`src/rtl/multicycle_control_if.sv`:
```
// Control-to-datapath bundle for the multicycle RV32I controller.
// The controller uses master; the datapath and memory side use slave.
interface multicycle_control_if #(
  parameter int unsigned CNT_W = 32
);
  logic [31:0]      instr;
  logic             zero;
  logic             mem_ready;
  logic             mem_req;
  logic             mem_we;
  logic             iord;
  logic             ir_load;
  logic             pc_write;
  logic             pc_src;
  logic [1:0]       alu_src_a;
  logic [1:0]       alu_src_b;
  logic [1:0]       aluop;
  logic [3:0]       ctrl_code;
  logic             reg_write;
  logic [1:0]       result_src;
  logic [CNT_W-1:0] retired;
  logic             fault;
  logic [1:0]       fault_cause;

  modport master (
    input  instr, zero, mem_ready,
    output mem_req, mem_we, iord, ir_load, pc_write, pc_src, alu_src_a, alu_src_b, aluop,
           ctrl_code, reg_write, result_src, retired, fault, fault_cause
  );

  modport slave (
    output instr, zero, mem_ready,
    input  mem_req, mem_we, iord, ir_load, pc_write, pc_src, alu_src_a, alu_src_b, aluop,
           ctrl_code, reg_write, result_src, retired, fault, fault_cause
  );
endinterface

```
`src/rtl/multicycle_control.sv`:
```
// Main control FSM of the multicycle RV32I core: sequences memory, ALU, PC, IR and
// register file, counts retired instructions and latches a sticky fault.
module multicycle_control #(
  parameter int unsigned TIMEOUT_CYCLES = 255,
  parameter int unsigned CNT_W          = 32
) (
  input logic                  clk,
  input logic                  rst,
  multicycle_control_if.master bus
);

  typedef enum logic [3:0] {
    StFetch, StDecode, StMemAddr, StMemRd, StMemWb, StMemWr,
    StExecR, StExecI, StAluWb, StBranch, StJal, StFault
  } state_e;

  localparam logic [15:0] TmoLast = 16'(TIMEOUT_CYCLES - 1);

  state_e           state_q, state_d;
  logic [15:0]      tmo_q, tmo_d;
  logic [CNT_W-1:0] retired_q;
  logic             fault_q;
  logic [1:0]       cause_q, cause_d;
  logic             retire;
  logic             mem_wait;
  logic             tmo_hit;

  assign mem_wait = ((state_q == StFetch) || (state_q == StMemRd) || (state_q == StMemWr)) &&
                    !bus.mem_ready;
  assign tmo_hit  = mem_wait && (tmo_q == TmoLast);
  assign tmo_d    = mem_wait ? tmo_q + 16'd1 : 16'd0;

  always_comb begin
    state_d        = state_q;
    cause_d        = cause_q;
    retire         = 1'b0;
    bus.mem_req    = 1'b0;
    bus.mem_we     = 1'b0;
    bus.iord       = 1'b0;
    bus.ir_load    = 1'b0;
    bus.pc_write   = 1'b0;
    bus.pc_src     = 1'b0;
    bus.alu_src_a  = 2'b00;
    bus.alu_src_b  = 2'b00;
    bus.aluop      = 2'b00;
    bus.ctrl_code  = 4'b0000;
    bus.reg_write  = 1'b0;
    bus.result_src = 2'b00;

    unique case (state_q)
      StFetch: begin
        bus.mem_req   = 1'b1;
        bus.alu_src_b = 2'b01;
        if (bus.mem_ready) begin
          bus.ir_load  = 1'b1;
          bus.pc_write = 1'b1;
          state_d      = StDecode;
        end else if (tmo_hit) begin
          state_d = StFault;
          cause_d = 2'b10;
        end
      end
      StDecode: begin
        // Speculatively form the branch/jal target into ALUOut.
        bus.alu_src_a = 2'b01;
        bus.alu_src_b = 2'b10;
        case (bus.instr[6:0])
          7'b0000011, 7'b0100011: state_d = StMemAddr;
          7'b0110011:             state_d = StExecR;
          7'b0010011:             state_d = StExecI;
          7'b1100011:             state_d = StBranch;
          7'b1101111:             state_d = StJal;
          default: begin
            state_d = StFault;
            cause_d = 2'b01;
          end
        endcase
      end
      StMemAddr: begin
        bus.alu_src_a = 2'b10;
        bus.alu_src_b = 2'b10;
        state_d       = bus.instr[5] ? StMemWr : StMemRd;
      end
      StMemRd: begin
        bus.mem_req = 1'b1;
        bus.iord    = 1'b1;
        if (bus.mem_ready) begin
          state_d = StMemWb;
        end else if (tmo_hit) begin
          state_d = StFault;
          cause_d = 2'b10;
        end
      end
      StMemWb: begin
        bus.reg_write  = 1'b1;
        bus.result_src = 2'b01;
        retire         = 1'b1;
        state_d        = StFetch;
      end
      StMemWr: begin
        bus.mem_req = 1'b1;
        bus.mem_we  = 1'b1;
        bus.iord    = 1'b1;
        if (bus.mem_ready) begin
          retire  = 1'b1;
          state_d = StFetch;
        end else if (tmo_hit) begin
          state_d = StFault;
          cause_d = 2'b10;
        end
      end
      StExecR: begin
        bus.alu_src_a = 2'b10;
        bus.aluop     = 2'b10;
        bus.ctrl_code = {bus.instr[30], bus.instr[14:12]};
        state_d       = StAluWb;
      end
      StExecI: begin
        // instr[30] is immediate data here, so addi must never decode as sub.
        bus.alu_src_a = 2'b10;
        bus.alu_src_b = 2'b10;
        bus.aluop     = 2'b10;
        bus.ctrl_code = {1'b0, bus.instr[14:12]};
        state_d       = StAluWb;
      end
      StAluWb: begin
        bus.reg_write = 1'b1;
        retire        = 1'b1;
        state_d       = StFetch;
      end
      StBranch: begin
        bus.alu_src_a = 2'b10;
        bus.aluop     = 2'b01;
        bus.pc_src    = 1'b1;
        case (bus.instr[14:12])
          3'b000: begin
            bus.pc_write = bus.zero;
            retire       = 1'b1;
            state_d      = StFetch;
          end
          3'b001: begin
            bus.pc_write = !bus.zero;
            retire       = 1'b1;
            state_d      = StFetch;
          end
          default: begin
            state_d = StFault;
            cause_d = 2'b01;
          end
        endcase
      end
      StJal: begin
        bus.reg_write  = 1'b1;
        bus.result_src = 2'b10;
        bus.pc_write   = 1'b1;
        bus.pc_src     = 1'b1;
        retire         = 1'b1;
        state_d        = StFetch;
      end
      StFault: state_d = StFault;
      default: state_d = StFault;
    endcase

    // Reset abandons any transaction without issuing side effects.
    if (rst) begin
      bus.mem_req   = 1'b0;
      bus.mem_we    = 1'b0;
      bus.ir_load   = 1'b0;
      bus.pc_write  = 1'b0;
      bus.reg_write = 1'b0;
    end
  end

  always_ff @(posedge clk) begin
    if (rst) begin
      state_q   <= StFetch;
      tmo_q     <= 16'd0;
      retired_q <= '0;
      fault_q   <= 1'b0;
      cause_q   <= 2'b00;
    end else begin
      state_q   <= state_d;
      tmo_q     <= tmo_d;
      retired_q <= retired_q + CNT_W'(retire);
      fault_q   <= fault_q | (state_d == StFault);
      cause_q   <= cause_d;
    end
  end

  assign bus.retired     = retired_q;
  assign bus.fault       = fault_q;
  assign bus.fault_cause = cause_q;

endmodule

```
`src/flat_wrapper.sv`:
```
// flat-port wrapper written by rule: the top's interface ports become plain ports
module multicycle_control_flat 
#(
  parameter int unsigned TIMEOUT_CYCLES = 255,
  parameter int unsigned CNT_W          = 32
)
  (clk, rst, bus_instr, bus_zero, bus_mem_ready, bus_mem_req, bus_mem_we, bus_iord, bus_ir_load, bus_pc_write, bus_pc_src, bus_alu_src_a, bus_alu_src_b, bus_aluop, bus_ctrl_code, bus_reg_write, bus_result_src, bus_retired, bus_fault, bus_fault_cause);
  multicycle_control_if #(.CNT_W(CNT_W)) bus_i ();
  input logic clk;
  input logic rst;
  input wire logic [$bits(bus_i.instr)-1:0] bus_instr;
  input wire logic [$bits(bus_i.zero)-1:0] bus_zero;
  input wire logic [$bits(bus_i.mem_ready)-1:0] bus_mem_ready;
  output wire logic [$bits(bus_i.mem_req)-1:0] bus_mem_req;
  output wire logic [$bits(bus_i.mem_we)-1:0] bus_mem_we;
  output wire logic [$bits(bus_i.iord)-1:0] bus_iord;
  output wire logic [$bits(bus_i.ir_load)-1:0] bus_ir_load;
  output wire logic [$bits(bus_i.pc_write)-1:0] bus_pc_write;
  output wire logic [$bits(bus_i.pc_src)-1:0] bus_pc_src;
  output wire logic [$bits(bus_i.alu_src_a)-1:0] bus_alu_src_a;
  output wire logic [$bits(bus_i.alu_src_b)-1:0] bus_alu_src_b;
  output wire logic [$bits(bus_i.aluop)-1:0] bus_aluop;
  output wire logic [$bits(bus_i.ctrl_code)-1:0] bus_ctrl_code;
  output wire logic [$bits(bus_i.reg_write)-1:0] bus_reg_write;
  output wire logic [$bits(bus_i.result_src)-1:0] bus_result_src;
  output wire logic [$bits(bus_i.retired)-1:0] bus_retired;
  output wire logic [$bits(bus_i.fault)-1:0] bus_fault;
  output wire logic [$bits(bus_i.fault_cause)-1:0] bus_fault_cause;
  assign bus_i.instr = bus_instr;
  assign bus_i.zero = bus_zero;
  assign bus_i.mem_ready = bus_mem_ready;
  assign bus_mem_req = bus_i.mem_req;
  assign bus_mem_we = bus_i.mem_we;
  assign bus_iord = bus_i.iord;
  assign bus_ir_load = bus_i.ir_load;
  assign bus_pc_write = bus_i.pc_write;
  assign bus_pc_src = bus_i.pc_src;
  assign bus_alu_src_a = bus_i.alu_src_a;
  assign bus_alu_src_b = bus_i.alu_src_b;
  assign bus_aluop = bus_i.aluop;
  assign bus_ctrl_code = bus_i.ctrl_code;
  assign bus_reg_write = bus_i.reg_write;
  assign bus_result_src = bus_i.result_src;
  assign bus_retired = bus_i.retired;
  assign bus_fault = bus_i.fault;
  assign bus_fault_cause = bus_i.fault_cause;
  multicycle_control #(.TIMEOUT_CYCLES(TIMEOUT_CYCLES), .CNT_W(CNT_W)) u_core (.clk(clk), .rst(rst), .bus(bus_i));
endmodule
```
`config.mk`:
```
export PLATFORM = sky130hd
export DESIGN_NAME = multicycle_control_flat
export DESIGN_NICKNAME = d
export VERILOG_FILES = /design/src/rtl/multicycle_control_if.sv /design/src/rtl/multicycle_control.sv /design/src/flat_wrapper.sv
export SDC_FILE = /design/constraint.sdc
export NUM_CORES = 1
export LEC_CHECK = 0
export ABC_AREA = 1
export CORE_MARGIN = 5
export CORE_UTILIZATION = 40
export DETAILED_ROUTE_END_ITERATION = 7
export HOLD_SLACK_MARGIN = 0.02
export PLACE_DENSITY = 0.66
export SLEW_MARGIN = 5
export SYNTH_ARGS = -nofsm -noshare
export SYNTH_HDL_FRONTEND = slang
export SYNTH_SLANG_ARGS = --single-unit
```
`constraint.sdc`:
```
create_clock -name clk -period 6.3 [get_ports clk]
set_clock_uncertainty 0.2 [all_clocks]
set_input_delay 1.26 -clock clk [delete_from_list [all_inputs] [get_ports clk]]
set_output_delay 1.26 -clock clk [all_outputs]
set_load 0.05 [all_outputs]
```
Fig. 1: run 1, cells coloured by class
Fill, decap, tap and diode cells in grey.
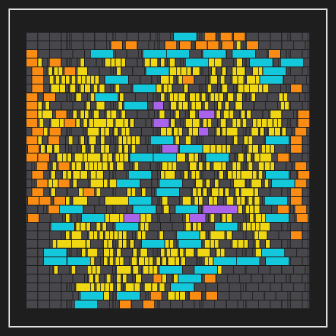
clock drivers and dummy loads -> purple  # cells 8
sequential cells -> cyan  # cells 55
combinational and other logic -> yellow  # cells 442
remaining buffers and delay cells -> orange  # cells 69
Final Cell Area: 4110 sq um
proportion of cell area occupied by registers: 26.8%
utilization of the core after routing: 52.9%
Core Rows: 32

Fig. 2: run 1, cell sizes after repair
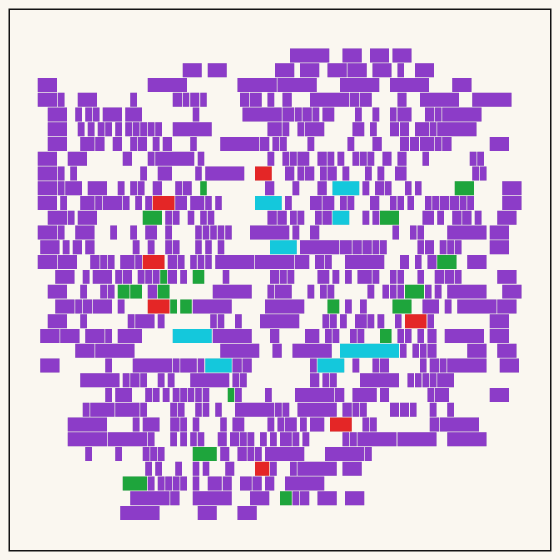
_3 and _4 cells -> red  # cells 7
_2 cells -> green  # cells 20
_0 and _1 cells -> purple  # cells 539
_6 and larger -> cyan  # cells 8
Setup WS post-layout: 1730 ps
Syn-to-layout area delta: 28.2%
layout buffer count excluding clock buffers: 69

Fig. 3: run 1, cell outlines without signal wires
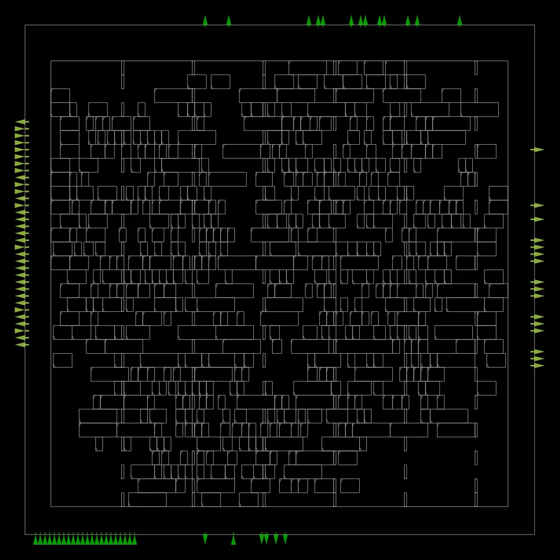
count of fill cells added during filler insertion: 826
n_taps: 102

==> impl_table.tex, run 1 <==
% Auto-generated results table
\begin{tabular}{lr}
\hline
Metric & Value \\
\hline
\multicolumn{2}{l}{\textbf{Status}} \\
\quad Status & complete, no violations \\
\multicolumn{2}{l}{\textbf{Pwr}} \\
\quad Internal power consumption & roughly 630 uW \\
\quad P\_clk & between 200 and 250 uW \\
\quad Share of total power in the clock network & 22.2\% \\
\quad Combinational power share & 42.0\% \\
\quad Tot Pwr & 1100 uW \\
\quad Power share of the sequential group & 35.8\% \\
\quad Net switching power of the design & 467 uW \\
\multicolumn{2}{l}{\textbf{Detailed routing}} \\
\quad Met1 layer wirelength in the final routing & between 3000 and 4000 um \\
\quad Met2 wirelength from detailed routing & 4120 um \\
\quad Sum of routed wire length over all layers & 8540 um \\
\quad Via count & $\sim$3300 \\
\quad Mean number of vias per cell & 4.95 \\
\quad First-pass DRT Iterations & 4 \\
\multicolumn{2}{l}{\textbf{Setup path}} \\
\quad Critical-path top delay cell & sky130\_fd\_sc\_hd\_\_clkdlybuf4s50\_1 \\
\quad Nature of the critical path endpoint & output port \\
\quad Crit path largest cell delay & 810 ps \\
\quad RR Startpoint & u\_core.state\_q[3] \\
\quad Worst reg2reg path depth & 16 \\
\quad Biggest fanout along the worst timing path & 3 \\
\quad Critical path, cell by cell & clkdlybuf4s50\_1, nor3\_1, a211oi\_1, nor2\_1, clkdlybuf4s50\_1 \\
\quad Register-to-Register Setup Slack & around 3200 ps \\
\quad Crit Reg-Reg Endpoint & u\_core.bus.retired[18] \\
\quad CP required & a little under 5000 ps \\
\quad Startpoint Class & primary input \\
\quad Logic depth of the worst path, buffers included & 5 \\
\quad Worst path buffer plus inverter count & 2 \\
\multicolumn{2}{l}{\textbf{Timing}} \\
\quad Setup total negative slack & 0 ps \\
\quad Max-slew violation total from the final report & 0 \\
\multicolumn{2}{l}{\textbf{CTS}} \\
\quad Maximum root-to-sink buffer count & 2 \\
\quad Clock slew seen by the registers of the worst setup and hold paths & roughly 90 ps \\
\quad CTS tree & built \\
\quad Post-CTS Hold Fix Bufs & 0 \\
\quad CTS H-tree lvls & 2 \\
\quad Buffer count from post-CTS setup fixing & 0 \\
\multicolumn{2}{l}{\textbf{Global route}} \\
\quad GRT Resource Usage Total & 17.3\% \\
\quad Overall overflow remaining after global route & 0 \\
\quad Met2 routing resource usage after global routing & between 30 and 40\% \\
\quad Number of global-route vias before repair & roughly 3100 \\
\quad Initial antenna violation count & 0 \\
\quad Routing layer with the top usage in global route & met2 \\
\multicolumn{2}{l}{\textbf{Synth}} \\
\quad Share of cell area taken by muxes after synthesis & 0\% \\
\quad Number of synthesized register bits & 55 \\
\quad Yosys stat cell total & $\sim$500 \\
\quad Flip-flop cell with the highest count after synthesis & sky130\_fd\_sc\_hd\_\_dfxtp\_1 \\
\quad Simple-Gate Area Share & a little over two fifths \\
\quad Post-synthesis sequential area ratio & 34.4\% \\
\quad Most frequent cells after synthesis & sky130\_fd\_sc\_hd\_\_nand2\_1, sky130\_fd\_sc\_hd\_\_nor2\_1, sky130\_fd\_sc\_hd\_\_inv\_1, sky130\_fd\_sc\_hd\_\_dfxtp\_1, sky130\_fd\_sc\_hd\_\_a21oi\_1 \\
\quad Share of async-settable or async-resettable flops after synthesis & 0\% \\
\quad Biggest area consumer among synthesized cells & sky130\_fd\_sc\_hd\_\_dfxtp\_1 \\
\quad Post-synthesis instance total & just over 500 \\
\quad Flip-flops with a built-in enable & 0 \\
\quad Net Count, Synth & 543 \\
\multicolumn{2}{l}{\textbf{Finish}} \\
\quad Net count of the finished layout & between 600 and 700 \\
\multicolumn{2}{l}{\textbf{Min path}} \\
\quad Hold path depth & 2 \\
\quad Start point of the worst min-delay path & u\_core.bus.fault\_cause[0] \\
\quad Class of the tightest hold or removal check & flip-flop to flip-flop \\
\multicolumn{2}{l}{\textbf{Run}} \\
\quad Number of logged tool warnings & 48 \\
\multicolumn{2}{l}{\textbf{Floorplan}} \\
\quad DIE HEIGHT & around 100 um \\
\quad Die area & a little under 10000 sq um \\
\hline
\end{tabular}
[run 1: cell type report]
type / instances / area (sq um) / share of cell area [%]
clock inverter: 3 / 47.5 / 1.16
timing repair buffer: 69 / 688 / 16.8
inverter: 68 / 255 / 6.22
tap: 102 / 128 / 3.11
multi-input combinational: 374 / 1820 / 44.3
sequential: 55 / 1100 / 26.8
clock buffer: 5 / 68.8 / 1.68
[run 1: sequential cells by signal (all words and copies together), names as in the netlist]
register,flops
u_core.bus.fault,1
u_core.tmo_q,16
u_core.bus.retired,32
u_core.bus.fault_cause,2
u_core.state_q,4
[run 1: cell families after synthesis]
family                   count (synthesis)
AND-OR/OR-AND                           58
XOR/XNOR                                 7
adder cells (fa/ha/maj)                  4
buffers and inverters                   74
flip-flops                              55
AND/OR/NAND/NOR                        305
Fig. 4: run 1, metal layers overlaid
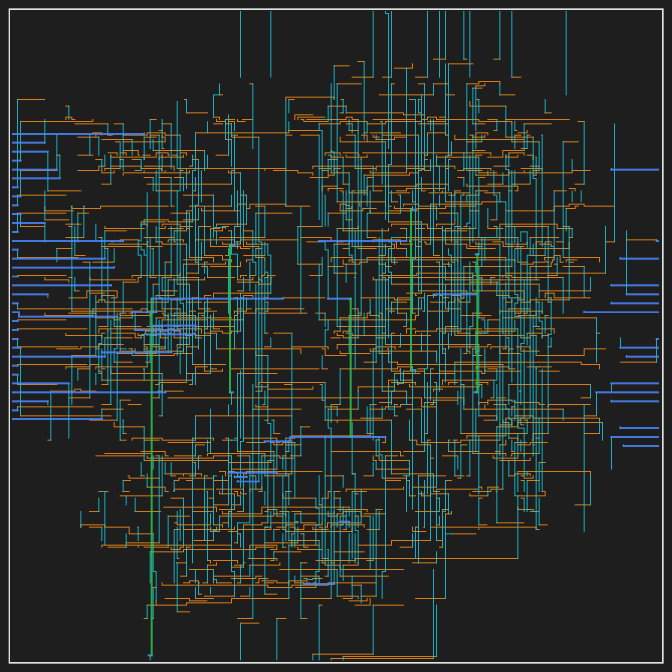

--- run 2 (diff from run 1) ---
Settings changed: PLACE_DENSITY 0.66 to 0.68.
Clock period 6.3 ns to 4.2 ns, I/O delays scaled along.
Fig. 5: run 2, metal layers overlaid
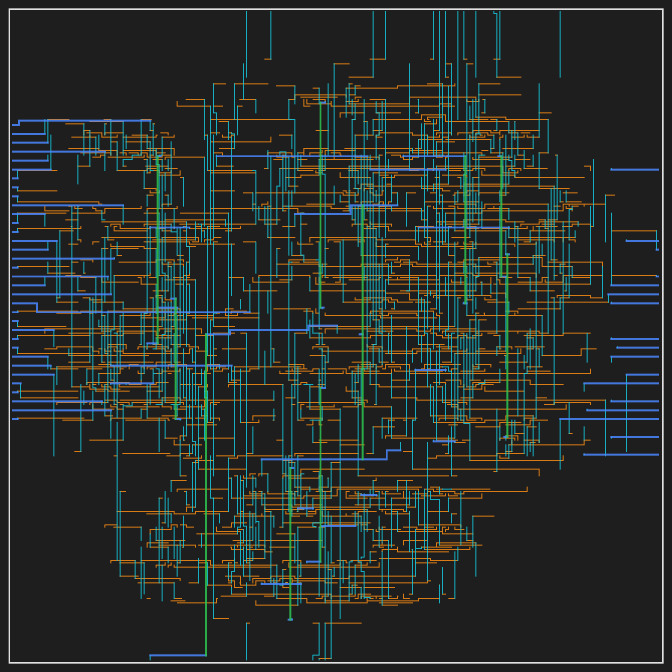
metal 4 -> green  # wire length 284 um
metal 1 -> orange  # wire length 3940 um
metal 3 -> blue  # wire length 555 um
metal 2 -> cyan  # wire length 3720 um
sum of routed wire length over all layers: 8500 um
via count: 3329
GRT Resource Usage Total: 17.2%
post-detailed-route wirelength per cell: 12.6 um

==> run 2 against run 1 <==
Against the previous run: non-clock buffer count is 1 higher; critical path type unchanged; via count fell by 0.48%; worst hold slack improved by 0.59 ps; critical path depth fell by 1; utilization is 0.39 points lower; first-iteration DRC count is 1.4% higher; critical endpoint is now bus_ctrl_code[2]; global-route usage decreased by 0.075 points; largest cell class unchanged; synthesized cell count stayed put.
==> impl_table.tex, run 2 <==
% Auto-generated results table
\begin{tabular}{lr}
\hline
Metric & Value \\
\hline
\multicolumn{2}{l}{\textbf{Placed design}} \\
\quad Placed Instances & $\sim$670 \\
\quad Placed inst area & roughly 4000 sq um \\
\quad Worst slack at placement & 574 ps \\
\quad Last weighted congestion value of the routability-driven placer & between 0.9 and 1 \\
\quad DP Wirelength & just under 7000 um \\
\quad IO buf count & roughly 68 \\
\multicolumn{2}{l}{\textbf{Global route}} \\
\quad Met2 routing resource usage after global routing & between 20 and 30\% \\
\quad GR met3 Demand/Resource & 3.86\% \\
\quad Number of global-route vias before repair & about 3200 \\
\quad Overall overflow remaining after global route & 0 \\
\quad Wire length of the first global-routing pass & between 10000 and 15000 um \\
\quad Global-route track usage on met1 & 21.6\% \\
\quad Pin count of the biggest net entering global routing & 19 \\
\quad Initial antenna violation count & 0 \\
\quad Routing layer with the top usage in global route & met2 \\
\multicolumn{2}{l}{\textbf{Finish}} \\
\quad Number of flip-flops in the largest register & 32 \\
\quad Layout cell share with drive strength beyond 1 & under 10\% \\
\quad Commonest cells after routing, fill and taps aside & sky130\_fd\_sc\_hd\_\_nand2\_1, sky130\_fd\_sc\_hd\_\_nor2\_1, sky130\_fd\_sc\_hd\_\_inv\_1, sky130\_fd\_sc\_hd\_\_clkdlybuf4s50\_1, sky130\_fd\_sc\_hd\_\_dfxtp\_1 \\
\quad Most common library cell in the layout ignoring fill and taps & sky130\_fd\_sc\_hd\_\_nand2\_1 \\
\quad Final Cell Area & 4080 sq um \\
\quad Syn-to-layout area delta & 27.2\% \\
\quad Number of antenna diodes & 0 \\
\quad Net count of the finished layout & between 600 and 700 \\
\multicolumn{2}{l}{\textbf{Synth}} \\
\quad Cell types with the largest area share after synthesis & sky130\_fd\_sc\_hd\_\_dfxtp\_1, sky130\_fd\_sc\_hd\_\_nand2\_1, sky130\_fd\_sc\_hd\_\_nor2\_1 \\
\quad Simple-Gate Area Share & a little over two fifths \\
\quad Synthesized area per cell & roughly 6.4 sq um \\
\quad XOR Share, Synth & around 1.9\% \\
\quad Yosys stat cell total & 503 \\
\quad Post-Synth AOI/OAI Area & under 10\% \\
\quad Main logic family after synthesis & simple AND/OR/NAND/NOR gates \\
\quad Share of cell area taken by muxes after synthesis & 0\% \\
\quad Biggest area consumer among synthesized cells & sky130\_fd\_sc\_hd\_\_dfxtp\_1 \\
\quad Post-synthesis share of cell area spent on full adders, half adders and majority gates & roughly 1.6\% \\
\quad Share of async-settable or async-resettable flops after synthesis & 0\% \\
\quad Number of synthesized register bits & around 55 \\
\quad Area of the mapped netlist & 3200 sq um \\
\quad Most frequent cells after synthesis & sky130\_fd\_sc\_hd\_\_nand2\_1, sky130\_fd\_sc\_hd\_\_nor2\_1, sky130\_fd\_sc\_hd\_\_inv\_1, sky130\_fd\_sc\_hd\_\_dfxtp\_1, sky130\_fd\_sc\_hd\_\_a21oi\_1 \\
\quad Flip-flop cell with the highest count after synthesis & sky130\_fd\_sc\_hd\_\_dfxtp\_1 \\
\quad Post-synthesis sequential area ratio & approximately a third \\
\quad Yosys synthesis chip area & 3200 sq um \\
\quad Netlist cell types & 38 \\
\quad Flip-flops with a built-in enable & 0 \\
\quad Net Count, Synth & between 500 and 600 \\
\quad Leading cell type by number of instances after synthesis & sky130\_fd\_sc\_hd\_\_nand2\_1 \\
\quad Synth top area share & 34.4\% \\
\quad Post-synthesis instance total & around 500 \\
\quad Synth warn & 0 \\
\multicolumn{2}{l}{\textbf{CTS}} \\
\quad Clock slew seen by the registers of the worst setup and hold paths & roughly 100 ps \\
\quad Later-pin clock latency in the skew report & 310 ps \\
\quad Buffer count from post-CTS setup fixing & 0 \\
\quad CTS H-tree lvls & 2 \\
\quad Clock sink total & 55 \\
\quad Clock root cell & sky130\_fd\_sc\_hd\_\_clkbuf\_8 \\
\quad Inserted Clock Buffers & 5 \\
\quad CTS tree & built \\
\quad Maximum root-to-sink buffer count & 2 \\
\quad Post-CTS Hold Fix Bufs & 0 \\
\quad Post-CTS Resized & 0 \\
\multicolumn{2}{l}{\textbf{Floorplan}} \\
\quad Effective utilization at floorplan & 41.2\% \\
\quad Core Rows & 32 \\
\quad Die area & $\sim$10000 sq um \\
\quad Chip width & about 99 um \\
\quad DIE HEIGHT & 99.5 um \\
\quad Boundary Pins & roughly 90 \\
\multicolumn{2}{l}{\textbf{Timing}} \\
\quad Setup WS post-layout & about 850 ps \\
\quad Final Hold Vio Count & 0 \\
\quad Highest Clock Rate & 299 MHz \\
\quad Setup repair after global routing missed its margin & no \\
\quad Max-slew violation total from the final report & 0 \\
\quad Worst Hold Margin & around 260 ps \\
\quad Fin crit share & around 80\% \\
\quad Final critical path time including I/O delays and setup & 3350 ps \\
\quad Slew at the pin closest to its max-slew limit & 562 ps \\
\quad Setup violations, final & 0 \\
\quad Max-slew headroom & 62.4\% \\
\quad Setup total negative slack & 0 ps \\
\multicolumn{2}{l}{\textbf{Setup path}} \\
\quad Timing endpoint of the critical path & bus\_ctrl\_code[2] \\
\quad Crit path largest cell delay & $\sim$810 ps \\
\quad Crit path arrival time & about 2300 ps \\
\quad Biggest fanout along the worst timing path & 3 \\
\quad Crit Reg-Reg Endpoint & u\_core.bus.retired[18] \\
\quad Worst reg2reg path depth & 16 \\
\quad Cell family with most CP delay & buffers and inverters \\
\quad Most repeated library cell on the critical path & sky130\_fd\_sc\_hd\_\_clkdlybuf4s50\_1 \\
\quad Nature of the critical path endpoint & output port \\
\quad Worst path buffer plus inverter count & 3 \\
\quad Critical path, cell by cell & clkdlybuf4s50\_1, inv\_1, nor2\_1, clkdlybuf4s50\_1 \\
\quad Startpoint Class & primary input \\
\quad Startpoint of the worst setup timing path & bus\_instr[14] \\
\quad RR Startpoint & u\_core.state\_q[3] \\
\quad WS Path Type & primary input to output port \\
\quad Critical-path top delay cell & sky130\_fd\_sc\_hd\_\_clkdlybuf4s50\_1 \\
\quad Logic depth of the worst path, buffers included & 4 \\
\quad Register-to-Register Setup Slack & roughly 1200 ps \\
\quad CP required & 3160 ps \\
\multicolumn{2}{l}{\textbf{Detailed routing}} \\
\quad DRC violations left & 0 \\
\quad Met2 wirelength from detailed routing & between 3000 and 4000 um \\
\quad Final ANT Viol Nets & 0 \\
\quad Routed length on met3 & $\sim$550 um \\
\quad First-pass DRT Iterations & 4 \\
\quad Uppermost layer routed & met4 \\
\quad Mean number of vias per cell & between 4 and 5 \\
\quad Met1 layer wirelength in the final routing & $\sim$4000 um \\
\quad Iteration-0 DRC Markers & roughly 140 \\
\multicolumn{2}{l}{\textbf{Min path}} \\
\quad Endpoint of the worst hold-timing path & u\_core.bus.fault\_cause[0] \\
\quad Class of the tightest hold or removal check & flip-flop to flip-flop \\
\quad Hold path depth & 2 \\
\quad Start point of the worst min-delay path & u\_core.bus.fault\_cause[0] \\
\multicolumn{2}{l}{\textbf{Run}} \\
\quad Number of violations of the max-capacitance limit & 0 \\
\quad Number of logged tool warnings & between 40 and 50 \\
\multicolumn{2}{l}{\textbf{Pwr}} \\
\quad Tot Pwr & about 1600 uW \\
\quad Power density relative to cell area & 388 nW/um\^{}2 \\
\quad Worst vdd ir & between 0.3 and 0.4 mV \\
\multicolumn{2}{l}{\textbf{Status}} \\
\quad Status & complete, no violations \\
\hline
\end{tabular}
Fig. 6: run 2, cell outlines without signal wires
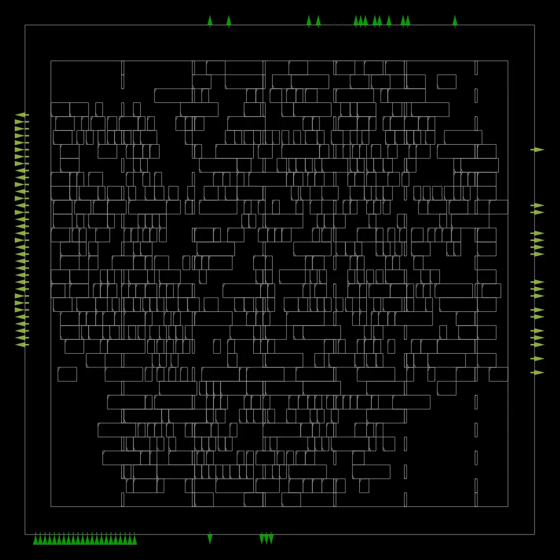
Post-Layout Cell Count: 677
utilization of the core after routing: 52.5%
area inside the core boundary: 7770 sq um
count of fill cells added during filler insertion: 822

run 2: cell count changes in the layout (fill, tap and decap cells not counted), sizes merged:
| cell | delta |
|---|---|
| bufinv | -1 |
| buf | +6 |
| clkdlybuf4s50 | -5 |
| inv | +1 |
run 2: power breakdown:
| part | switching [uW] | internal [uW] | leakage (uW) |
|---|---|---|---|
| sequential | 37.1 | 550 | 0.000444 |
| combinational | 475 | 211 | 0.00107 |
| clock | 187 | 121 | 0.0000489 |
| total | 699 | 882 | 0.00156 |
run 2: area by class of cell:
cell class | instances | area [sq um] | share of cell area (%)
clock buffer | 5 | 68.8 | 1.69
clock inverter | 3 | 22.5 | 0.553
inverter | 68 | 255 | 6.26
multi-input combinational | 374 | 1820 | 44.6
sequential | 55 | 1100 | 27.0
tap | 102 | 128 | 3.13
timing repair buffer | 70 | 683 | 16.8
Fig. 7: run 2, cells coloured by class
Fill, decap, tap and diode cells in grey.
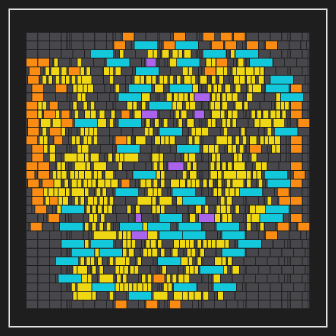

--- run 3 (diff from run 2) ---
Clock period 4.2 ns to 2.7 ns, I/O delays scaled along.
Fig. 8: run 3, cells coloured by class
Fill, decap, tap and diode cells in grey.
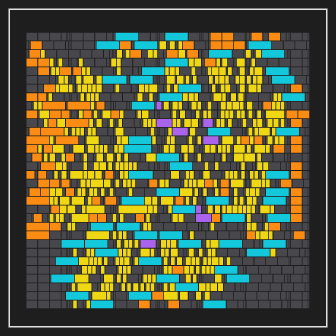
sequential cells -> cyan  # cells 55
remaining buffers and delay cells -> orange  # cells 92
clock drivers and dummy loads -> purple  # cells 8
combinational and other logic -> yellow  # cells 442
Final Cell Area: 4400 sq um
utilization of the core after routing: 56.7%
proportion of cell area occupied by registers: 25.2%

Fig. 9: run 3, I/O nets highlighted
The bar under the picture is 20 um long.
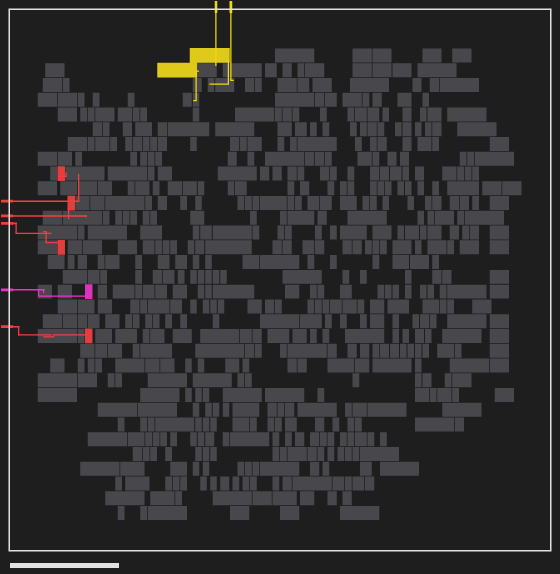
bus_fault_cause -> yellow  # direction output, edge top, end cells 2, buffers 2, wire 37.4 um
bus_iord -> magenta  # direction output, edge left, end cells 1, buffers 1, wire 16.5 um
bus_ctrl_code -> red  # direction output, edge left, end cells 4, buffers 4, wire 65.9 um
Boundary Pins: 90
IO buf count: 68

==> run 3 against run 2 <==
Against the previous run: cell area up 8.0%; cell count up 3.2%; worst hold slack worse by 2.2 ps; combinational power up 79%; flip-flop count unchanged; setup slack worse by 730 ps.
==> impl_table.tex, run 3 <==
% Auto-generated results table
\begin{tabular}{lr}
\hline
Metric & Value \\
\hline
\multicolumn{2}{l}{\textbf{Synth}} \\
\quad Flip-flop cell with the highest count after synthesis & sky130\_fd\_sc\_hd\_\_dfxtp\_1 \\
\quad Post-synthesis instance total & 503 \\
\quad XOR Share, Synth & roughly 1.9\% \\
\quad Post-synthesis share of cell area spent on full adders, half adders and majority gates & 1.56\% \\
\quad Area of the mapped netlist & approximately 3200 sq um \\
\quad Netlist cell types & 38 \\
\quad Net Count, Synth & about 540 \\
\quad Synth warn & 0 \\
\quad Share of async-settable or async-resettable flops after synthesis & 0\% \\
\quad Post-synthesis sequential area ratio & between 30\% and 40\% \\
\quad Flip-flops with a built-in enable & 0 \\
\quad Biggest area consumer among synthesized cells & sky130\_fd\_sc\_hd\_\_dfxtp\_1 \\
\quad Post-Synth AOI/OAI Area & 9.88\% \\
\multicolumn{2}{l}{\textbf{Detailed routing}} \\
\quad Post-detailed-route wirelength per cell & around 13 um \\
\quad Via count & roughly 3400 \\
\quad Iteration-0 DRC Markers & 108 \\
\quad Uppermost layer routed & met4 \\
\quad Mean number of vias per cell & slightly below 5 \\
\quad Met1 layer wirelength in the final routing & between 3000 and 4000 um \\
\quad Routed length on met3 & about 570 um \\
\multicolumn{2}{l}{\textbf{CTS}} \\
\quad Post-CTS Resized & 2 \\
\quad CTS H-tree lvls & 2 \\
\quad CTS tree & built \\
\quad Clock slew seen by the registers of the worst setup and hold paths & roughly 90 ps \\
\quad Clock root cell & sky130\_fd\_sc\_hd\_\_clkbuf\_8 \\
\quad Maximum root-to-sink buffer count & 2 \\
\quad Clock sink total & 55 \\
\multicolumn{2}{l}{\textbf{Timing}} \\
\quad Fin crit share & approximately 95\% \\
\quad Setup violations, final & 0 \\
\quad Setup WS post-layout & about 130 ps \\
\quad Setup total negative slack & 0 ps \\
\quad Highest Clock Rate & roughly 400 MHz \\
\quad Worst Hold Margin & 254 ps \\
\quad Max-slew headroom & 64.0\% \\
\quad Final Hold Vio Count & 0 \\
\quad Final critical path time including I/O delays and setup & 2570 ps \\
\multicolumn{2}{l}{\textbf{Run}} \\
\quad Number of logged tool warnings & $\sim$50 \\
\quad Number of violations of the max-capacitance limit & 0 \\
\multicolumn{2}{l}{\textbf{Setup path}} \\
\quad Register-to-Register Setup Slack & 190 ps \\
\quad RR Startpoint & u\_core.state\_q[3] \\
\quad Crit path arrival time & roughly 1800 ps \\
\quad Startpoint Class & primary input \\
\quad Startpoint of the worst setup timing path & bus\_instr[13] \\
\quad Biggest fanout along the worst timing path & 2 \\
\quad WS Path Type & primary input to output port \\
\quad Worst reg2reg path depth & 17 \\
\quad Timing endpoint of the critical path & bus\_pc\_write \\
\multicolumn{2}{l}{\textbf{Pwr}} \\
\quad Combinational power share & 47.4\% \\
\quad Tot Pwr & $\sim$2600 uW \\
\quad Net switching power of the design & between 1000 and 1500 uW \\
\quad Internal power consumption & $\sim$1500 uW \\
\quad Sw Share & between 40 and 50\% \\
\quad Power share of the sequential group & a little over a third \\
\multicolumn{2}{l}{\textbf{Min path}} \\
\quad Class of the tightest hold or removal check & flip-flop to flip-flop \\
\quad Start point of the worst min-delay path & u\_core.bus.fault\_cause[0] \\
\multicolumn{2}{l}{\textbf{Finish}} \\
\quad Net count of the finished layout & 636 \\
\quad Syn-to-layout area delta & 37.4\% \\
\quad Number of antenna diodes & 0 \\
\quad Clock network contribution to total cell area & under 10\% \\
\quad Non-clock buffer contribution to total cell area & 21.2\% \\
\quad Number of flip-flops in the largest register & 32 \\
\quad Layout cell share with drive strength beyond 1 & 15.4\% \\
\quad Commonest cells after routing, fill and taps aside & sky130\_fd\_sc\_hd\_\_nand2\_1, sky130\_fd\_sc\_hd\_\_nor2\_1, sky130\_fd\_sc\_hd\_\_inv\_1 \\
\quad Fraction of area in multi-input gates & 43.0\% \\
\quad Largest cell class by area & logic gates \\
\quad Comb area & approximately 1900 sq um \\
\quad Tally of clock buffers in the finished layout & 5 \\
\quad Area used by sequential logic in the layout & 1110 sq um \\
\multicolumn{2}{l}{\textbf{Global route}} \\
\quad Initial antenna violation count & 0 \\
\quad Wire length of the first global-routing pass & 15000 um \\
\quad Pin count of the biggest net entering global routing & 18 \\
\quad GR met3 Demand/Resource & 4.63\% \\
\multicolumn{2}{l}{\textbf{Placed design}} \\
\quad Last weighted congestion value of the routability-driven placer & just under 0.9 \\
\quad DP Wirelength & just over 7000 um \\
\multicolumn{2}{l}{\textbf{Floorplan}} \\
\quad Area inside the core boundary & $\sim$7800 sq um \\
\quad Chip width & 99.5 um \\
\quad Effective utilization at floorplan & between 40 and 50\% \\
\multicolumn{2}{l}{\textbf{Status}} \\
\quad Status & complete, no violations \\
\hline
\end{tabular}
## run 3: power groups by stage
| stage | sequential, uW | clock [uW] | combinational (uW) |
|---|---|---|---|
| final | 902 | 459 | 1230 |
| after global routing | 909 | 515 | 1340 |
| after CTS | 896 | 480 | 1210 |
| after detailed placement | 913 | 0 | 1220 |
| after global placement | 913 | 0 | 1210 |
| after floorplan | 980 | 0 | 744 |
## run 3: worst max-delay path, cell delays in order
cell	delay [ps]
sky130_fd_sc_hd__clkdlybuf4s50_1	440
sky130_fd_sc_hd__nor3_2	210
sky130_fd_sc_hd__buf_4	140
sky130_fd_sc_hd__buf_4	100
sky130_fd_sc_hd__a211oi_1	50
sky130_fd_sc_hd__nor2_1	180
sky130_fd_sc_hd__buf_12	170
Power figures rest on the tool's default switching activity, not on a simulated workload.
